<file path="config.mk">
export PLATFORM = sky130hd
export DESIGN_NAME = clock_group_reset_sequencer
export DESIGN_NICKNAME = d
export VERILOG_FILES = /design/src/rtl/clock_group_reset_sequencer.sv
export SDC_FILE = /design/constraint.sdc
export NUM_CORES = 1
export LEC_CHECK = 0
export CORE_MARGIN = 5
export CORE_UTILIZATION = 50
export DETAILED_ROUTE_END_ITERATION = 10
export PLACE_DENSITY = 0.72
export SYNTH_ARGS = -nofsm -noshare
export SYNTH_HDL_FRONTEND = slang
export SYNTH_SLANG_ARGS = --single-unit
export TNS_END_PERCENT = 100
</file>
<file path="constraint.sdc">
create_clock -name clock -period 2.3 [get_ports clock]
set_input_delay 0.23 -clock clock [delete_from_list [all_inputs] [get_ports clock]]
set_output_delay 0.23 -clock clock [all_outputs]
set_load 0.03 [all_outputs]
</file>
<file path="src/rtl/clock_group_reset_sequencer.sv">
// rtl/clock_group_reset_sequencer.sv - power-on and software re-reset sequencing of clock-group member resets
`timescale 1ns/1ps
module clock_group_reset_sequencer #(
    parameter int NUM_MEMBERS    = 2,
    parameter int SYNC_STAGES    = 3,
    parameter int HOLD_CYCLES    = 16,
    parameter int STAGGER_CYCLES = 4,
    parameter int CNT_W          = 8
) (
    input  logic                   clock,
    input  logic                   reset,
    input  logic                   io_req_valid,
    input  logic [NUM_MEMBERS-1:0] io_req_mask,
    output logic                   io_req_ready,
    output logic [NUM_MEMBERS-1:0] io_member_reset,
    output logic                   io_all_released,
    output logic [1:0]             io_state
);

    typedef enum logic [1:0] {
        ST_SYNC    = 2'd0,
        ST_HOLD    = 2'd1,
        ST_RELEASE = 2'd2,
        ST_RUN     = 2'd3
    } state_e;

    localparam int HOLD_LAST = HOLD_CYCLES - 1;
    localparam int REL_LAST  = (NUM_MEMBERS - 1) * STAGGER_CYCLES;
    localparam int CNT_MAX   = (HOLD_LAST > REL_LAST) ? HOLD_LAST : REL_LAST;
    localparam bit CFG_OK    = (CNT_MAX >> CNT_W) == 0;

    state_e                   state_q, state_d;
    logic [SYNC_STAGES-1:0]   sync_q, sync_d;
    logic [CNT_W-1:0]         cnt_q, cnt_d;
    logic [NUM_MEMBERS-1:0]   mrst_q, mrst_d;
    logic [NUM_MEMBERS-1:0]   active_q, active_d;
    logic                     rst_sync;
    logic                     hold_done;
    logic                     rel_done;
    logic                     accept;

    // Zeros shift in after raw reset drops; the last stage is the synchronised reset.
    assign sync_d    = {sync_q[SYNC_STAGES-2:0], 1'b0};
    assign rst_sync  = sync_q[SYNC_STAGES-1];
    assign hold_done = (cnt_q == CNT_W'(HOLD_LAST));
    assign rel_done  = (cnt_q == CNT_W'(REL_LAST));
    assign accept    = (state_q == ST_RUN) && io_req_valid && (|io_req_mask);

    always_ff @(posedge clock or posedge reset) begin
        if (reset) begin
            state_q <= ST_SYNC;
        end else begin
            state_q <= state_d;
        end
    end

    always_comb begin
        state_d = state_q;
        unique case (state_q)
            ST_SYNC:    if (!rst_sync) state_d = ST_HOLD;
            ST_HOLD:    if (hold_done) state_d = ST_RELEASE;
            ST_RELEASE: if (rel_done)  state_d = ST_RUN;
            ST_RUN:     if (accept)    state_d = ST_HOLD;
            default:                   state_d = ST_SYNC;
        endcase
    end

    always_comb begin
        io_state        = state_q;
        io_req_ready    = (state_q == ST_RUN);
        io_all_released = (state_q == ST_RUN);
    end

    always_comb begin
        cnt_d    = cnt_q;
        mrst_d   = mrst_q;
        active_d = active_q;
        unique case (state_q)
            ST_SYNC: cnt_d = '0;
            ST_HOLD: cnt_d = hold_done ? '0 : cnt_q + CNT_W'(1);
            ST_RELEASE: begin
                // Release slots are fixed by member index; untargeted members keep their value.
                for (int i = 0; i < NUM_MEMBERS; i++) begin
                    if (active_q[i] && (cnt_q == CNT_W'(i * STAGGER_CYCLES))) begin
                        mrst_d[i] = 1'b0;
                    end
                end
                cnt_d = rel_done ? '0 : cnt_q + CNT_W'(1);
            end
            ST_RUN: begin
                if (accept) begin
                    active_d = io_req_mask;
                    mrst_d   = mrst_q | io_req_mask;
                    cnt_d    = '0;
                end
            end
            default: cnt_d = '0;
        endcase
    end

    always_ff @(posedge clock or posedge reset) begin
        if (reset) begin
            sync_q   <= '1;
            cnt_q    <= '0;
            mrst_q   <= '1;
            active_q <= '1;
        end else begin
            sync_q   <= sync_d;
            cnt_q    <= cnt_d;
            mrst_q   <= mrst_d;
            active_q <= active_d;
        end
    end

    assign io_member_reset = mrst_q;

    // Counter width must cover the longest hold or stagger count.
    assert property (@(posedge clock) CFG_OK);

endmodule

</file>
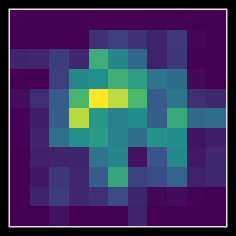
metal_density.png
Scale: 4 px per µm. The die is cut into 11 by 11 equal tiles; dark purple is low, yellow is high, scaled to the fullest tile. Values are wire area over tile area, all layers added.
The fullest tile reaches 0.52. 11% of the tiles are over half the peak. The mean over all tiles is 0.10.

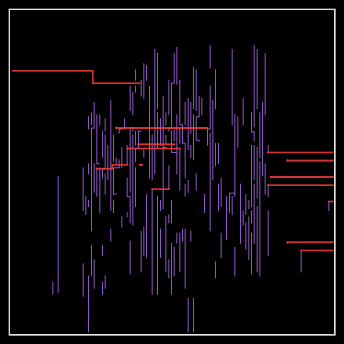
wires.png
Scale: 6 px per µm. Two of the layers only.
Purple is metal 2, wire length 922 µm. Red is metal 3, wire length 115 µm.
wire length per cell after detailed routing: 13.3 µm
overall fraction of global-route tracks in use: 15.8%
count of vias placed by the detailed router: 771
total wire length after detailed routing: 1.86 mm

==> qor.rpt <==
GLOBAL ROUTE
-----------------------------------------------------------------------------------------------
Wire length of the first global-routing pass                                            3.31 mm
Via count of the first global-routing pass                                                  791
Gr ovfl total                                                                                 0
Number of antenna violations at the first check in global routing                             0

WORST SETUP PATH
-----------------------------------------------------------------------------------------------
Crit path launch type                                                                 flip-flop
Capturing element type of the critical path                                        primary output
Crit path arrival time                                                                  1820 ps
Worst Path Required                                                                     2070 ps
Path type of the worst setup path                                                  flip-flop to primary output

FINISH
-----------------------------------------------------------------------------------------------
Most frequent cells in the layout                                                  14 x sky130_fd_sc_hd__nand2_1, 10 x sky130_fd_sc_hd__inv_1, 10 x sky130_fd_sc_hd__dfrtp_1, 10 x sky130_fd_sc_hd__clkdlybuf4s50_1, 9 x sky130_fd_sc_hd__o21ai_0
Final cell count without fillers                                                            140
Most used logic cell in the final layout                                           sky130_fd_sc_hd__nand2_1
Fill cell count                                                                             162
Fin util                                                                                  58.4%
Layout cell share with drive strength beyond 1                                            10.6%
Antenna cells                                                                                 0
Layout Area Growth over Synthesis                                                         14.6%
Total non-filler cell area in the finished layout                                      1110 µm²
Number of nets at the end of the flow                                                       126

ROUTE
-----------------------------------------------------------------------------------------------
Routed wire length on met3                                                               114 µm
Top layer reached by signal wires                                                          met4
Drt pass-1 iters                                                                              4
Met1 WL                                                                                  813 µm
Number of remaining DRC errors                                                                0
Count of antenna-violating nets left after detailed routing                                   0

POWER
-----------------------------------------------------------------------------------------------
Tot Pwr                                                                                0.478 mW
PwrDens                                                                              431 nW/µm²
Maximum VDD drop                                                                       0.417 mV
P_leak                                                                                 0.459 nW

STATUS
-----------------------------------------------------------------------------------------------
Outcome                                                                            finished, final reports clean

YOSYS
-----------------------------------------------------------------------------------------------
Main area contributors                                                             sky130_fd_sc_hd__dfrtp_1 26%, sky130_fd_sc_hd__dfstp_2 19%, sky130_fd_sc_hd__ha_1 9.0%, sky130_fd_sc_hd__nand2_1 5.4%, sky130_fd_sc_hd__o21ai_0 4.7%
Count of warnings emitted by yosys                                                            0
Yosys top cell by area                                                             sky130_fd_sc_hd__dfrtp_1
Fraction of the yosys area taken by sequential cells                                      44.8%
Proportion of synthesized flip-flops having asynchronous set or reset                      100%
Cell area after synthesis                                                               968 µm²
EDFF count, synth                                                                             0
Area share, top type                                                                      25.8%
Instance tally after logic synthesis                                                        103
Count of instantiated cells in the yosys netlist                                            103
Net count of the mapped netlist                                                             115
Ys flops                                                                                     17
Mean post-synth cell area                                                              9.40 µm²
Top cell types by occurrence after synthesis                                       14 x sky130_fd_sc_hd__nand2_1, 10 x sky130_fd_sc_hd__dfrtp_1, 10 x sky130_fd_sc_hd__inv_1
Most instantiated flip-flop cell in the synthesis netlist                          sky130_fd_sc_hd__dfrtp_1
Yosys stat area                                                                         968 µm²

CLOCK NETWORK
-----------------------------------------------------------------------------------------------
Clock latency on the worst-skew pair                                                     290 ps
Clock tree from TritonCTS                                                                  done
Clock buffer depth                                                                            2
Clock input transition at the sequential cells of the worst setup and hold paths         100 ps
# Post-CTS Setup Buffers                                                                      0
Cell at the root of the clock tree                                                 sky130_fd_sc_hd__clkbuf_4

FINAL TIMING
-----------------------------------------------------------------------------------------------
Crit path setup slack, layout                                                            245 ps
Highest clock frequency the design can meet                                             487 MHz
Final TNS setup                                                                            0 ps
Least-Margin Pin Slew                                                                    643 ps
Number of failing setup endpoints in the final timing report                                  0
Max Clock Skew                                                                          5.49 ps
Period utilisation layout                                                                 89.3%
Final Hold Viols                                                                              0
Worst rel slew slack                                                                      57.1%
Pins over their slew limit                                                                    0
Min Clock Period, post-route                                                            2050 ps

FLOW RUN
-----------------------------------------------------------------------------------------------
Max capacitance violation total                                                               0
Number of warnings the tools reported                                                        31

PLACE
-----------------------------------------------------------------------------------------------
Sum of net half-perimeters after detailed placement                                     1.39 mm
Count of input and output buffers                                                            10
Worst slack at placement                                                                 272 ps

FLOORPLANNING
-----------------------------------------------------------------------------------------------
Number of placement rows                                                                     16
Die X                                                                                   54.0 µm
Overall chip area                                                                      2920 µm²
Die H                                                                                   54.0 µm
# IOs                                                                                        11
Area of the placeable core                                                             1900 µm²

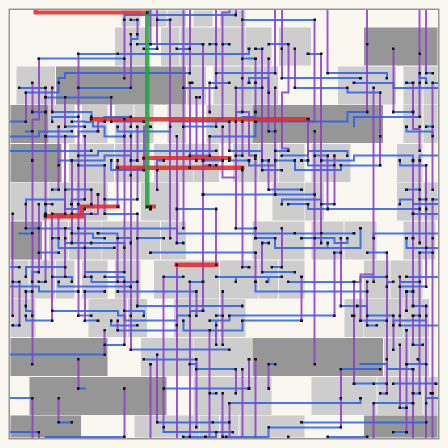
detail.png
Region (12, 12) to (42, 42) µm. Cells in grey, sequential cells in the stronger grey; small squares are vias.
Green is metal 4. Purple is metal 2. Blue is metal 1. Red is metal 3.
Netlist names of flops here include cnt_q (3), sync_q (2). Most frequent: nand2_1 (12), o21ai_0 (9), inv_1 (7). Sequential cells in the window: 8. 84 logic cells have their middle in the window.

[final cells by class]
cell class / instances / area [µm²] / area share (%)
multi-input cells: 72 / 478 / 43.1
flip-flops and latches: 17 / 434 / 39.1
repair buffers: 10 / 100 / 9.02
inverters: 10 / 37.5 / 3.38
well taps: 27 / 33.8 / 3.04
clock buffers: 4 / 26.3 / 2.37
[registers in the layout, indices dropped and copies added (netlist names)]
signal and count:
active_q 2, cnt_q 8, io_member_reset 2, io_state 2, sync_q 3
[worst paths after layout]
path,from,to,slack (ps),cells after the start
max,io_state[0],io_all_released,250,2
min,reset,cnt_q[4],320,2
max reg2reg,cnt_q[4],io_state[1],280,4
min reg2reg,sync_q[1],sync_q[2],360,0
max in group asynchronous,reset,io_state[1],1560,2
min in group clock,sync_q[1],sync_q[2],360,0
[critical path: stages (launching register included)]
cell,delay [ps]
sky130_fd_sc_hd__dfrtp_1,430
sky130_fd_sc_hd__ha_1,380
sky130_fd_sc_hd__clkdlybuf4s50_1,740
[per-layer routing]
layer	GRT usage, %	vias to the layer above
met5	0	-
met4	9.54	0
met3	3.32	2
met2	25.0	20
met1	19.7	363
li1	-	386
[power breakdown]
part / leakage (nW) / switching [mW] / internal (mW)
clock: 0.0150 / 0.0904 / 0.0674
combinational: 0.257 / 0.00931 / 0.00680
sequential: 0.188 / 0.000712 / 0.304
[logic make-up (layout without fill, tap and decap cells)]
| group | count (synthesis) | after routing | share of synthesized area, % |
|---|---|---|---|
| compound gates | 31 | 31 | 20.7 |
| other cells | 1 | 1 | 0.387 |
| mux | 2 | 2 | 2.58 |
| buf+inv | 14 | 24 | 5.81 |
| fa+ha+maj | 7 | 7 | 9.04 |
| simple gates | 31 | 31 | 16.7 |
| flops | 17 | 17 | 44.8 |
Power figures rest on the tool's default switching activity, not on a simulated workload.
